### src/rtl/csa_pkg.sv
// Shared types and sizing helpers for the chunked carry-propagate resolver.
package csa_pkg;

    typedef enum logic [1:0] {IDLE, ADD, DONE} cpa_state_t;

    function automatic int nchunk(input int dw, input int cw);
        return (cw < 1) ? 1 : dw / cw;
    endfunction

    // A one-chunk configuration still needs a 1-bit index register.
    function automatic int idx_width(input int n);
        return (n > 1) ? $clog2(n) : 1;
    endfunction

endpackage

### src/rtl/csa_chunk_adder.sv
// Combinational CW-bit adder with carry in/out; one chunk of the resolver.
module csa_chunk_adder #(
    parameter int CW = 8
) (
    input  logic [CW-1:0] a,
    input  logic [CW-1:0] b,
    input  logic          cin,
    output logic [CW-1:0] sum,
    output logic          cout
);

    assign {cout, sum} = {1'b0, a} + {1'b0, b} + {{CW{1'b0}}, cin};

endmodule

### src/rtl/csa_cpa_resolve.sv
// Resolves a carry-save (sum, carry) pair into one binary value, adding CW bits
// per cycle so the carry chain stays one chunk long.
module csa_cpa_resolve
    import csa_pkg::*;
#(
    parameter int DW = 32,
    parameter int CW = 8
) (
    input  logic          clk,
    input  logic          rst,
    input  logic          in_valid,
    output logic          in_ready,
    input  logic [DW-1:0] in_sum,
    input  logic [DW-1:0] in_carry,
    output logic          out_valid,
    input  logic          out_ready,
    output logic [DW-1:0] out_data,
    output logic          out_cout
);

    localparam int NCHUNK = nchunk(DW, CW);
    localparam int IW     = idx_width(NCHUNK);

    generate
        if (CW < 1 || CW > DW || (DW % CW) != 0) begin : g_bad_cfg
            $error("csa_cpa_resolve: CW must divide DW and satisfy 1 <= CW <= DW");
        end
    endgenerate

    cpa_state_t    state, state_nxt;
    logic [DW-1:0] op_s, op_c, res;
    logic [IW-1:0] idx;
    logic          cy;
    logic          cout_q;
    logic          accept;
    logic          last;
    logic [CW-1:0] ch_sum;
    logic          ch_cout;

    assign in_ready  = (state == IDLE) || (state == DONE && out_ready);
    assign accept    = in_valid && in_ready;
    assign last      = (idx == IW'(NCHUNK - 1));
    assign out_valid = (state == DONE);
    assign out_data  = res;
    assign out_cout  = cout_q;

    csa_chunk_adder #(.CW(CW)) u_chunk (
        .a    (op_s[int'(idx)*CW +: CW]),
        .b    (op_c[int'(idx)*CW +: CW]),
        .cin  (cy),
        .sum  (ch_sum),
        .cout (ch_cout)
    );

    always_ff @(posedge clk) begin
        if (rst) state <= IDLE;
        else     state <= state_nxt;
    end

    always_comb begin
        state_nxt = state;
        case (state)
            IDLE: if (accept) state_nxt = ADD;
            ADD:  if (last)   state_nxt = DONE;
            // Draining and accepting on the same edge skips IDLE entirely.
            DONE: if (out_ready) state_nxt = in_valid ? ADD : IDLE;
            default: state_nxt = IDLE;
        endcase
    end

    always_ff @(posedge clk) begin
        if (rst) begin
            op_s   <= '0;
            op_c   <= '0;
            res    <= '0;
            idx    <= '0;
            cy     <= 1'b0;
            cout_q <= 1'b0;
        end else if (accept) begin
            op_s <= in_sum;
            op_c <= in_carry;
            idx  <= '0;
            cy   <= 1'b0;
        end else if (state == ADD) begin
            res[int'(idx)*CW +: CW] <= ch_sum;
            cy  <= ch_cout;
            idx <= idx + 1'b1;
            if (last) cout_q <= ch_cout;
        end
    end

endmodule

### config.mk
export PLATFORM = sky130hd
export DESIGN_NAME = csa_cpa_resolve
export DESIGN_NICKNAME = d
export VERILOG_FILES = /design/src/rtl/csa_pkg.sv /design/src/rtl/csa_chunk_adder.sv /design/src/rtl/csa_cpa_resolve.sv
export SDC_FILE = /design/constraint.sdc
export NUM_CORES = 1
export LEC_CHECK = 0
export CAP_MARGIN = 10
export CELL_PAD_IN_SITES_DETAIL_PLACEMENT = 1
export CELL_PAD_IN_SITES_GLOBAL_PLACEMENT = 1
export CORE_ASPECT_RATIO = 0.5
export CORE_MARGIN = 5
export CORE_UTILIZATION = 40
export DETAILED_ROUTE_END_ITERATION = 10
export GPL_ROUTABILITY_DRIVEN = 0
export PLACE_DENSITY_LB_ADDON = 0.1
export SYNTH_ARGS = -nofsm -noshare
export SYNTH_HDL_FRONTEND = slang
export SYNTH_SLANG_ARGS = --single-unit
### constraint.sdc
create_clock -name clk -period 5.35 [get_ports clk]
set_input_delay 1.07 -clock clk [delete_from_list [all_inputs] [get_ports clk]]
set_output_delay 1.07 -clock clk [all_outputs]
set_load 0.02 [all_outputs]
Figure 1. Sizing map (run 1).
The bar under the picture is 50 um long.
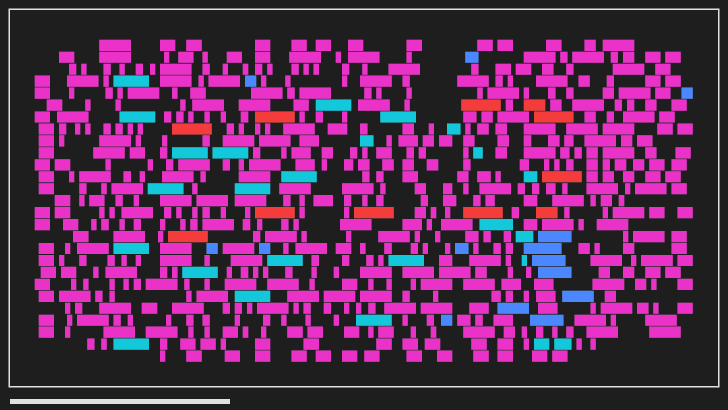
legend:
  _2 cells:
    color: cyan
    cells: 25
    share: 4.2%
  _6 and larger:
    color: red
    cells: 11
    share: 1.8%
  _0 and _1 cells:
    color: magenta
    cells: 549
    share: 92%
  _3 and _4 cells:
    color: blue
    cells: 14
    share: 2.3%
Synth-to-Final Area Change: 30.0%
final instance area: 5940 um2
Worst Setup Slack, final: 1.67 ns

Figure 2. The metal 1 layer (run 1).
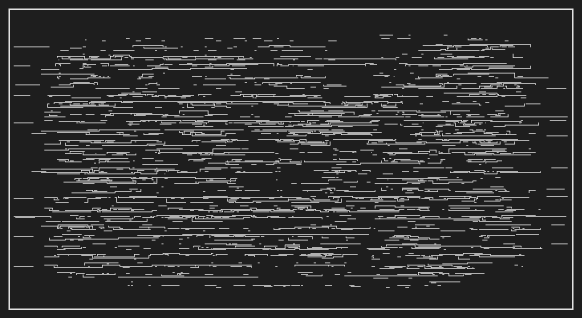
nets with wire on the layer: 616
main direction: horizontal
longest straight run: 58.0 um
share of all routed wire: 49%
total number of vias: 3,946
final wirelength: 12.6 mm

Figure 3. Metal layers overlaid (run 1).
Only two layers are drawn.
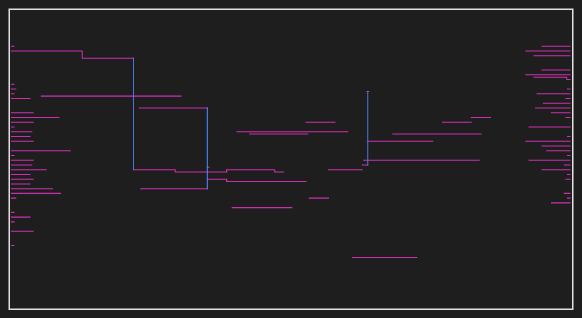
legend:
  metal 4:
    color: blue
    wire_length: 76.2 um
  metal 3:
    color: magenta
    wire_length: 708 um

==> results.toml, run 1 <==
# flow metrics
[outcome]
status = "finished, final reports clean"

[critical_path]
worstSetupStartpointType = "primary input"
worstReg2RegStart = "idx[1]"
worstReg2RegEnd = "out_data[30]"
crit_cells = 4
required_ns = 4.28
rrSetupSlack_ns = 1.94
crit_type = "in -> out"
endpoint_kind = "output pin"
path_buffers = 3
slowest_delay_ns = 0.64
r2r.worst_path.cells = 8
worst-path-max-fanout = 4
cp_slowest_cell = "clkdlybuf4s50_1"
crit_chain = "clkdlybuf4s50_1 -> inv_1 -> a21oi_1 -> clkdlybuf4s50_1"
setup.worst_path.end = "in_ready"
cp_common_cell = "clkdlybuf4s50_1"
crit_start = "out_ready"
crit_family = "buffers and inverters"
arrival_ns = 2.61

[timing]
tns_ns = 0
fmax_mhz = 272
fin_skew_ns = 0.00829
hold-worst-slack_ns = 0.454
finalHoldViolCount = 0
finalClockPeriodUsage_pct = 68.7
slew_headroom_pct = 28.4
rsz0062_at_grt = "false"
tightest_slew_ns = 1.07
finalSetupViolations = 0
slew_violations = 0
final.min_clock_period_ns = 3.68

[synth]
synthDistinctLibCells = 42
post_synth.cell_area_avg_um2 = 8.92
top_area_cell = "dfxtp_1"
synthesis.area_um2 = 4570
numSynthFlops = 102
ys_seq_share_pct = 44.7
ys_cells = 512
ys_area_um2 = 4570
topCellsByArea = "dfxtp_1 (45%), nand2_1 (11%), a21oi_1 (8.5%)"
synth_top_area_share_pct = 44.7
syn_inst = 512
syn_nets = 595
yosysWarnings = 0

[cts]
postCtsSetupBuffers = 0
cts_hold_buf = 0
clk_pin_slew_worst_paths_ns = 0.06
root_buffer = "clkbuf_16"
insertion_delay_ns = 0.34
ctsHtreeMaxLevel = 3
cts.sinks = 102
cts_tree = "yes"
numCtsBuffers = 9
postCtsResizedCells = 0
clockBufferDepth = 2

[detailed_routing]
antenna_left = 0
detail_route.vias_per_cell = 5.30
wl_per_cell_um = 17.0
dr.pass1.iters = 4
drc_errors = 0
first_iter_violations = 166

[placed_design]
io_buffers = 102
dpl.hpwl_mm = 8.87
dpl.cell_count = 729
placed_cell_area_um2 = 5650

[flow_run]
openroad.warnings = 33
maxCapViolCount = 0

[global_route]
track_usage_pct = 18.2
overflow = 0
grt_max_degree = 107
grt_pass1_wl_mm = 20.2
grt_antenna_before_repair = 0
grt_pass1_vias = 3912

[floorplan]
row_count = 27
fp_util_pct = 41.2
die_height_um = 85.6
die_area_um2 = 13800
boundaryPins = 103
die_w_um = 161
core-area_um2 = 11100

[cells_and_area]
fin_cells = 744
num_antenna_cells = 0
nets = 678
fin_util_pct = 53.6
drive_above_1_share_pct = 8.35

[worst_hold_path]
hp-class = "reg -> reg"

[power_and_ir_drop]
cellLeakagePower_nw = 2.11
ir_drop_mv = 0.158
power_density_nw_per_um2 = 283
[run 1: Yosys cell counts (all sizes together)]
cell type / number
a2111oi: 2
a211oi: 3
a21boi: 2
a21o: 2
a21oi: 78
a221o: 1
a22oi: 13
a311oi: 1
a31o: 1
a31oi: 4
buf: 9
clkbuf: 23
dfxtp: 102
fa: 2
ha: 13
inv: 12
mux4: 16
nand2: 138
nand2b: 3
nand3: 5
nand3b: 17
nor2: 20
nor2b: 1
nor3: 3
nor3b: 1
nor4: 3
nor4b: 1
o211a: 2
o211ai: 7
o21a: 1
o21ai: 14
or2: 1
or2b: 3
or3b: 5
xnor2: 3
[run 1: flip-flops by register name, summed over array words and instances, names as in the netlist]
signal	count
state	2
op_s	32
out_data	32
cy	1
out_cout	1
idx	2
op_c	32
[run 1: worst min-delay path by stage]
stage / startpoint / to / cells after the start
final: op_c[16] / op_c[16] / 2
after detailed placement: op_c[16] / op_c[16] / 2
after floorplan: op_c[16] / op_c[16] / 2
after global placement: op_s[23] / op_s[23] / 2
after CTS: op_c[16] / op_c[16] / 2
after global routing: op_c[25] / op_c[25] / 2
[run 1: worst min-delay path, cell delays in order (launching register included)]
cell     delay (ns)
dfxtp_1        0.31
nand2_1        0.05
a21oi_1        0.05
[run 1: cell families after synthesis]
family                   share of synthesized area [%]
adder cells (fa/ha/maj)                           4.44
AND-OR/OR-AND                                     16.8
buffers and inverters                             4.03
AND/OR/NAND/NOR                                   21.6
XOR/XNOR                                         0.575
multiplexers                                      7.89
flip-flops                                        44.7
[run 1: layer usage]
layer	global-route usage, %	up-vias	part of all wire [%]
li1	-	1942	-
met1	24.9	1906	49
met3	4.56	9	5.6
met5	0	-	0
met2	29.7	89	45
met4	3.48	0	0.60
[run 1: metrics by stage]
step           power, mW  worst slack [ns]
3_3_place_gp        1.07              1.81
2_1_floorplan      0.973              2.44
4_1_cts             1.70              1.70
6_report            1.68              1.67
5_1_grt             1.75              1.64
3_5_place_dp        1.08              1.70
[run 1: report_power, final]
group          switching (mW)  internal (mW)  total (mW)  leakage (nW)
Combinational           0.124          0.114       0.239          1.14
Clock                   0.283          0.340       0.623         0.134
Sequential             0.0266          0.791       0.818         0.833
[run 1: final cells by class]
| type | count | area (um2) |
|---|---|---|
| fillers | 1289 | 5140 |
| clock inverters | 4 | 32.5 |
| well taps | 145 | 181 |
| flip-flops and latches | 102 | 2040 |
| multi-input cells | 366 | 2350 |
| inverters | 12 | 45.0 |
| repair buffers | 104 | 1030 |
| clock buffers | 11 | 253 |
[run 1: placed cells by master, fill, tap and decap left out, types with 2 or more instances in the layout]
cell	n
nand2_1	138
dfxtp_1	101
clkdlybuf4s50_1	101
a21oi_1	78
nor2_1	20
mux4_2	16
o21ai_0	14
nand3b_1	13
a22oi_1	13
ha_1	13
inv_1	11
clkbuf_16	9
o211ai_1	6
nand3_1	5
a31oi_1	4
nand2b_1	3
a211oi_1	3
nor4_4	3
xnor2_1	3
or2b_1	3
or3b_1	3
nor3_1	3
buf_4	3
a21o_1	2
a2111oi_0	2
or3b_2	2
nand3b_4	2
a21boi_0	2
nand3b_2	2
fa_1	2
clkinvlp_4	2
clkinv_4	2
clkbuf_8	2
Figure 4. The clock network (run 1).
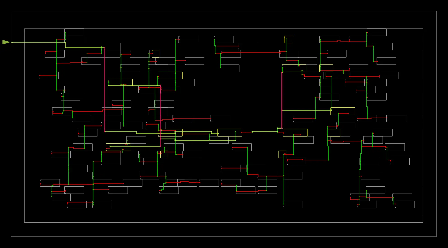

--- run 2 (diff from run 1) ---
--- a/config.mk
+++ b/config.mk
@@ -10,7 +10,7 @@
 export CELL_PAD_IN_SITES_GLOBAL_PLACEMENT = 1
 export CORE_ASPECT_RATIO = 0.5
 export CORE_MARGIN = 5
-export CORE_UTILIZATION = 40
+export CORE_UTILIZATION = 38
 export DETAILED_ROUTE_END_ITERATION = 10
 export GPL_ROUTABILITY_DRIVEN = 0
 export PLACE_DENSITY_LB_ADDON = 0.1
==> constraint.sdc (replaced) <==
create_clock -name clk -period 3.57 [get_ports clk]
set_input_delay 0.714 -clock clk [delete_from_list [all_inputs] [get_ports clk]]
set_output_delay 0.714 -clock clk [all_outputs]
set_load 0.02 [all_outputs]
Figure 5. The clock network (run 2).
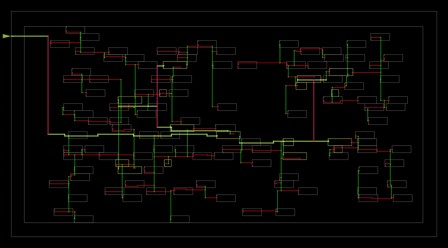
TritonCTS buffer count: 9
flop count: 102

Figure 6. Met2 routing (run 2).
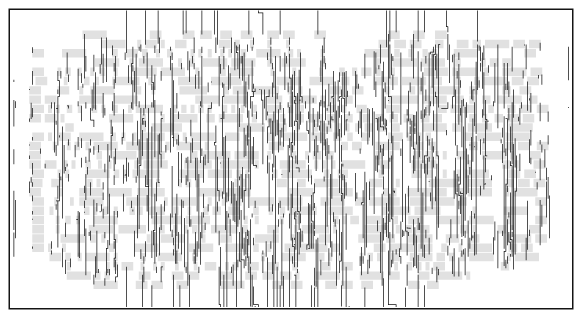
wire length on this layer: 5,970 um
nets with wire on the layer: 581
main direction: vertical
share of all routed wire: 46%
longest straight run: 41.1 um

==> results.toml, run 2 <==
# flow metrics
[outcome]
status = "finished, final reports clean"

[floorplan]
die_area_um2 = 14400
boundaryPins = 103
core-area_um2 = 11800
die_w_um = 165
die_height_um = 87.5
row_count = 28
fp_util_pct = 38.8

[synth]
top_cell = "nand2_1"
flop_cell = "dfxtp_1"
ys_seq_share_pct = 44.7
synthesis.area_um2 = 4570
syn_nets = 595
numSynthFlops = 102
top_area_cell = "dfxtp_1"
edf_count = 0
yosysWarnings = 0
syn_inst = 512
post_synth.cell_area_avg_um2 = 8.92
ys_area_um2 = 4570

[critical_path]
slowest_delay_ns = 0.75
required_ns = 3.77
crit_family = "AND-OR/OR-AND gates"
cp_common_cell = "fa_1"
crit_type = "reg -> reg"
path_buffers = 1
crit_chain = "mux4_2 -> fa_1 -> inv_1 -> fa_1 -> nand2b_1 -> a2111oi_0 -> a211oi_1 -> o21ai_0"
cp_slowest_cell = "dfxtp_2"
worstSetupStartpointType = "flop"
arrival_ns = 3.38

[global_route]
track_usage_pct = 18.9
overflow = 0
grt_pass1_wl_mm = 21.4

[timing]
slew_violations = 0
tightest_slew_ns = 0.811
finalClockPeriodUsage_pct = 89.2
final.min_clock_period_ns = 3.18
finalSetupViolations = 0
rsz0062_at_grt = "false"
fin_skew_ns = 0.00898
fmax_mhz = 314

[detailed_routing]
vias = 3935
drc_errors = 0
antenna_left = 0
detail_route.vias_per_cell = 5.10
wl_mm = 13.1

[cts]
cts_tree = "yes"
root_buffer = "clkbuf_16"
ctsHtreeMaxLevel = 3
postCtsSetupBuffers = 0
cts_hold_buf = 0
insertion_delay_ns = 0.34

[cells_and_area]
layout_top_cell = "nand2_1"
drive_above_1_share_pct = 9.41
lay_top_cells = "nand2_1 (138), dfxtp_1 (101), clkdlybuf4s50_1 (101)"
filler_cell_count = 1398
fin_util_pct = 51.1
nets = 684

[power_and_ir_drop]
cellLeakagePower_nw = 2.14
ir_drop_mv = 0.228

[flow_run]
openroad.warnings = 31
maxCapViolCount = 0

[placed_design]
io_buffers = 102
Figure 7. Sizing map (run 2).
The bar under the picture is 50 um long.
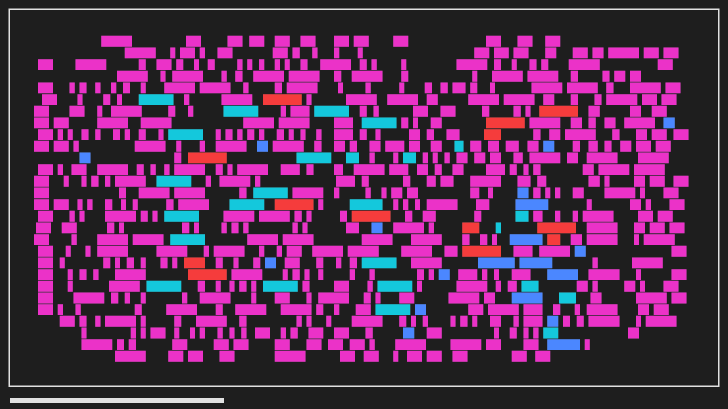
legend:
  _0 and _1 cells:
    color: magenta
    cells: 549
    share: 91%
  _6 and larger:
    color: red
    cells: 13
    share: 2.1%
  _3 and _4 cells:
    color: blue
    cells: 19
    share: 3.1%
  _2 cells:
    color: cyan
    cells: 25
    share: 4.1%

-- run 2: kinds of logic after synthesis --
kind of cell,count (synthesis),share of synthesized area [%]
multiplexers,16,7.89
AND-OR/OR-AND,131,16.8
AND/OR/NAND/NOR,201,21.6
flip-flops,102,44.7
adder cells (fa/ha/maj),15,4.44
XOR/XNOR,3,0.575
buffers and inverters,44,4.03
-- run 2: worst reg2reg max path: stages (launching register included) --
cell and delay, ns:
dfxtp_2 0.75, mux4_2 0.61, fa_1 0.45, inv_1 0.09, fa_1 0.20, nand2b_1 0.15
a2111oi_0 0.10, a211oi_1 0.50, o21ai_0 0.18
-- run 2: power breakdown --
group	total [mW]	internal [mW]	switching [mW]	leakage (nW)
logic	0.366	0.174	0.192	1.17
clock network	0.961	0.505	0.457	0.135
registers	1.22	1.19	0.0383	0.833
-- run 2: worst paths after layout --
| path | from | to | slack (ns) | depth (start not counted) |
|---|---|---|---|---|
| setup / recovery | idx[0] | out_data[14] | 0.39 | 8 |
| hold / removal | op_c[29] | op_c[29] | 0.46 | 2 |
| setup reg to reg | idx[0] | out_data[14] | 0.39 | 8 |
| hold reg to reg | op_c[29] | op_c[29] | 0.46 | 2 |
-- run 2: per-layer routing --
layer / track usage, % / vias up / wire length, um
met5: 0 / - / 0
met2: 31.4 / 83 / 5970
met4: 4.38 / 0 / 109
met3: 4.40 / 9 / 677
met1: 25.2 / 1885 / 6350
li1: - / 1958 / -
-- run 2: layout make-up --
| cell class | instances | area (um2) | area share (%) |
|---|---|---|---|
| tap | 165 | 206 | 3.43 |
| clock inverter | 6 | 53.8 | 0.894 |
| timing repair buffer | 110 | 1080 | 17.9 |
| sequential | 102 | 2040 | 34.0 |
| clock buffer | 10 | 239 | 3.97 |
| multi-input combinational | 366 | 2350 | 39.1 |
| inverter | 12 | 45.0 | 0.749 |
-- run 2: metrics by stage --
| step | hold slack [ns] | power (mW) | area (um2) | worst slack [ns] |
|---|---|---|---|---|
| floorplan | 0.433 | 1.46 | 4570 | 0.662 |
| global placement | 0.440 | 1.61 | 5720 | 0.486 |
| detailed placement | 0.447 | 1.62 | 5720 | 0.362 |
| CTS | 0.458 | 2.58 | 6020 | 0.341 |
| global route | 0.472 | 2.66 | 6020 | 0.0981 |
| finish | 0.455 | 2.55 | 6020 | 0.387 |
--- run 3 (diff from run 2) ---
--- a/config.mk
+++ b/config.mk
@@ -11,6 +11,7 @@
 export CORE_ASPECT_RATIO = 0.5
 export CORE_MARGIN = 5
 export CORE_UTILIZATION = 38
+export CTS_CLUSTER_DIAMETER = 80
 export DETAILED_ROUTE_END_ITERATION = 10
 export GPL_ROUTABILITY_DRIVEN = 0
 export PLACE_DENSITY_LB_ADDON = 0.1
Figure 8. The clock network (run 3).
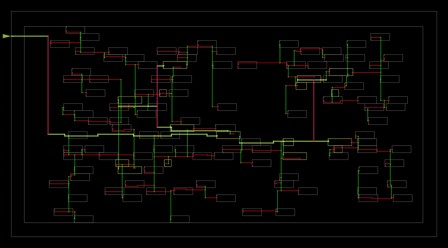
clock sink count: 102
clock-net power: 961 uW
Late-Pin Clk Latency: 0.34 ns
clk_skew: 0.00898 ns

Figure 9. Met2 routing (run 3).
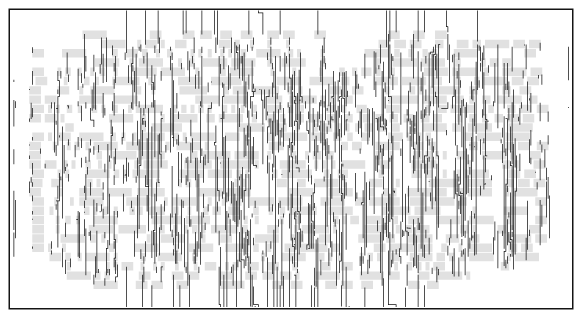
nets with wire on the layer: 581
main direction: vertical
share of all routed wire: 46%
wire length on this layer: 5,970 um
longest straight run: 41.1 um
met2 Use GR: 31.4%
total number of vias: 3,935
final wirelength: 13.1 mm

Figure 10. The metal 1 layer (run 3).
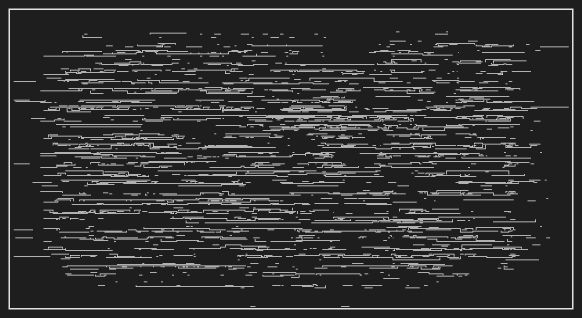
wire length on this layer: 6,350 um
longest straight run: 52.4 um
share of all routed wire: 48%

==> results.toml, run 3 <==
# flow metrics
[timing]
finalSetupViolations = 0
slew_violations = 0
hold-worst-slack_ns = 0.455
rsz0062_at_grt = "false"
finalHoldViolCount = 0
slew_headroom_pct = 45.9
fmax_mhz = 314
tns_ns = 0
finalClockPeriodUsage_pct = 89.2
tightest_slew_ns = 0.811
final.min_clock_period_ns = 3.18

[detailed_routing]
antenna_left = 0
drc_errors = 0
dr.pass1.iters = 4
detail_route.vias_per_cell = 5.10
first_iter_violations = 180

[placed_design]
dpl.hpwl_mm = 9.54
io_buffers = 102
placed_cell_area_um2 = 5720

[cells_and_area]
syn2layout_area_growth_pct = 31.7
nets = 684
layout_top_cell = "nand2_1"
fin_util_pct = 51.1
final_area_um2 = 6020
num_antenna_cells = 0
lay_top_cells = "nand2_1 (138), dfxtp_1 (101), clkdlybuf4s50_1 (101)"

[synth]
yosysWarnings = 0
top_area_cell = "dfxtp_1"
topCellsByArea = "dfxtp_1 (45%), nand2_1 (11%), a21oi_1 (8.5%)"
edf_count = 0
ys_area_um2 = 4570
synthDistinctLibCells = 42
top_cells_by_count = "nand2_1 (138), dfxtp_1 (102), a21oi_1 (78)"
numSynthFlops = 102
top_cell = "nand2_1"
ys_seq_share_pct = 44.7
post_synth.cell_area_avg_um2 = 8.92
ys_cells = 512
flop_cell = "dfxtp_1"
synthesis.area_um2 = 4570
synthArstFlopShare_pct = 0
synth_top_area_share_pct = 44.7
syn_nets = 595

[power_and_ir_drop]
comb_power_share_pct = 14.3
total_power_mw = 2.55
ir_drop_mv = 0.228
switching_share_pct = 26.9
p_seq_share_pct = 48.0
clkPwrFrac_pct = 37.7
cellLeakagePower_nw = 2.14
p_switching_uw = 687
internal_power_mw = 1.86
power_density_nw_per_um2 = 424

[floorplan]
boundaryPins = 103
die_height_um = 87.5
die_w_um = 165
fp_util_pct = 38.8
die_area_um2 = 14400
row_count = 28
core-area_um2 = 11800

[worst_hold_path]
hp-class = "reg -> reg"

[cts]
postCtsSetupBuffers = 0
postCtsResizedCells = 0
cts_hold_buf = 0
cts_tree = "yes"
numCtsBuffers = 9
root_buffer = "clkbuf_16"
clk_pin_slew_worst_paths_ns = 0.07
ctsHtreeMaxLevel = 3

[critical_path]
slowest_delay_ns = 0.75
crit_family = "AND-OR/OR-AND gates"
rrSetupSlack_ns = 0.39
path_buffers = 1
cp_slowest_cell = "dfxtp_2"
arrival_ns = 3.38
required_ns = 3.77
worst-path-max-fanout = 18
cp_common_cell = "fa_1"
crit_chain = "mux4_2 -> fa_1 -> inv_1 -> fa_1 -> nand2b_1 -> a2111oi_0 -> a211oi_1 -> o21ai_0"
endpoint_kind = "flop"
worstSetupStartpointType = "flop"

[global_route]
overflow = 0
grt_pass1_vias = 4105
track_usage_pct = 18.9
grt_antenna_before_repair = 0
grt_max_degree = 81
grt_pass1_wl_mm = 21.4

[outcome]
status = "finished, final reports clean"

[flow_run]
openroad.warnings = 31
maxCapViolCount = 0
==> run 3: cell counts after synthesis <==
Identical to the previous run, type by type.
==> run 3: worst min-delay path: stages, from the launching register on <==
cell and delay [ns]:
dfxtp_1 0.31, nand2_1 0.05, a21oi_1 0.05
==> run 3: power by group through the flow <==
stage	registers [mW]	clock network (mW)	logic [mW]
floorplan	1.23	0	0.223
global route	1.23	1.03	0.405
global placement	1.25	0	0.358
CTS	1.22	0.985	0.369
detailed placement	1.25	0	0.366
finish	1.22	0.961	0.366
==> run 3: layer usage <==
layer	GRT usage (%)	up-vias	wire length, um
li1	-	1958	-
met1	25.2	1885	6350
met2	31.4	83	5970
met3	4.40	9	677
met4	4.38	0	109
met5	0	-	0
==> run 3: area by class of cell <==
| type | count | area, um2 |
|---|---|---|
| tap | 165 | 206 |
| sequential | 102 | 2040 |
| clock buffer | 10 | 239 |
| fill | 1398 | 5760 |
| inverter | 12 | 45.0 |
| timing repair buffer | 110 | 1080 |
| clock inverter | 6 | 53.8 |
| multi-input combinational | 366 | 2350 |
==> run 3: worst paths after layout <==
path | start | end | depth (start not counted)
worst max-delay path | idx[0] | out_data[14] | 8
worst min-delay path | op_c[29] | op_c[29] | 2
worst max register to register | idx[0] | out_data[14] | 8
worst min register to register | op_c[29] | op_c[29] | 2
==> run 3: logic make-up after synthesis <==
family / synth area share, %
flops: 44.7
simple gates: 21.6
xor+xnor: 0.575
buf+inv: 4.03
compound gates: 16.8
fa+ha+maj: 4.44
mux: 7.89
==> run 3: stage by stage <==
| step | cells | setup WS [ns] |
|---|---|---|
| after floorplan | 512 | 0.662 |
| after global placement | 755 | 0.486 |
| after detailed placement | 755 | 0.362 |
| after CTS | 771 | 0.341 |
| after global routing | 771 | 0.0981 |
| final | 771 | 0.387 |
No activity file was given, so power comes from the tool's default toggle rates.
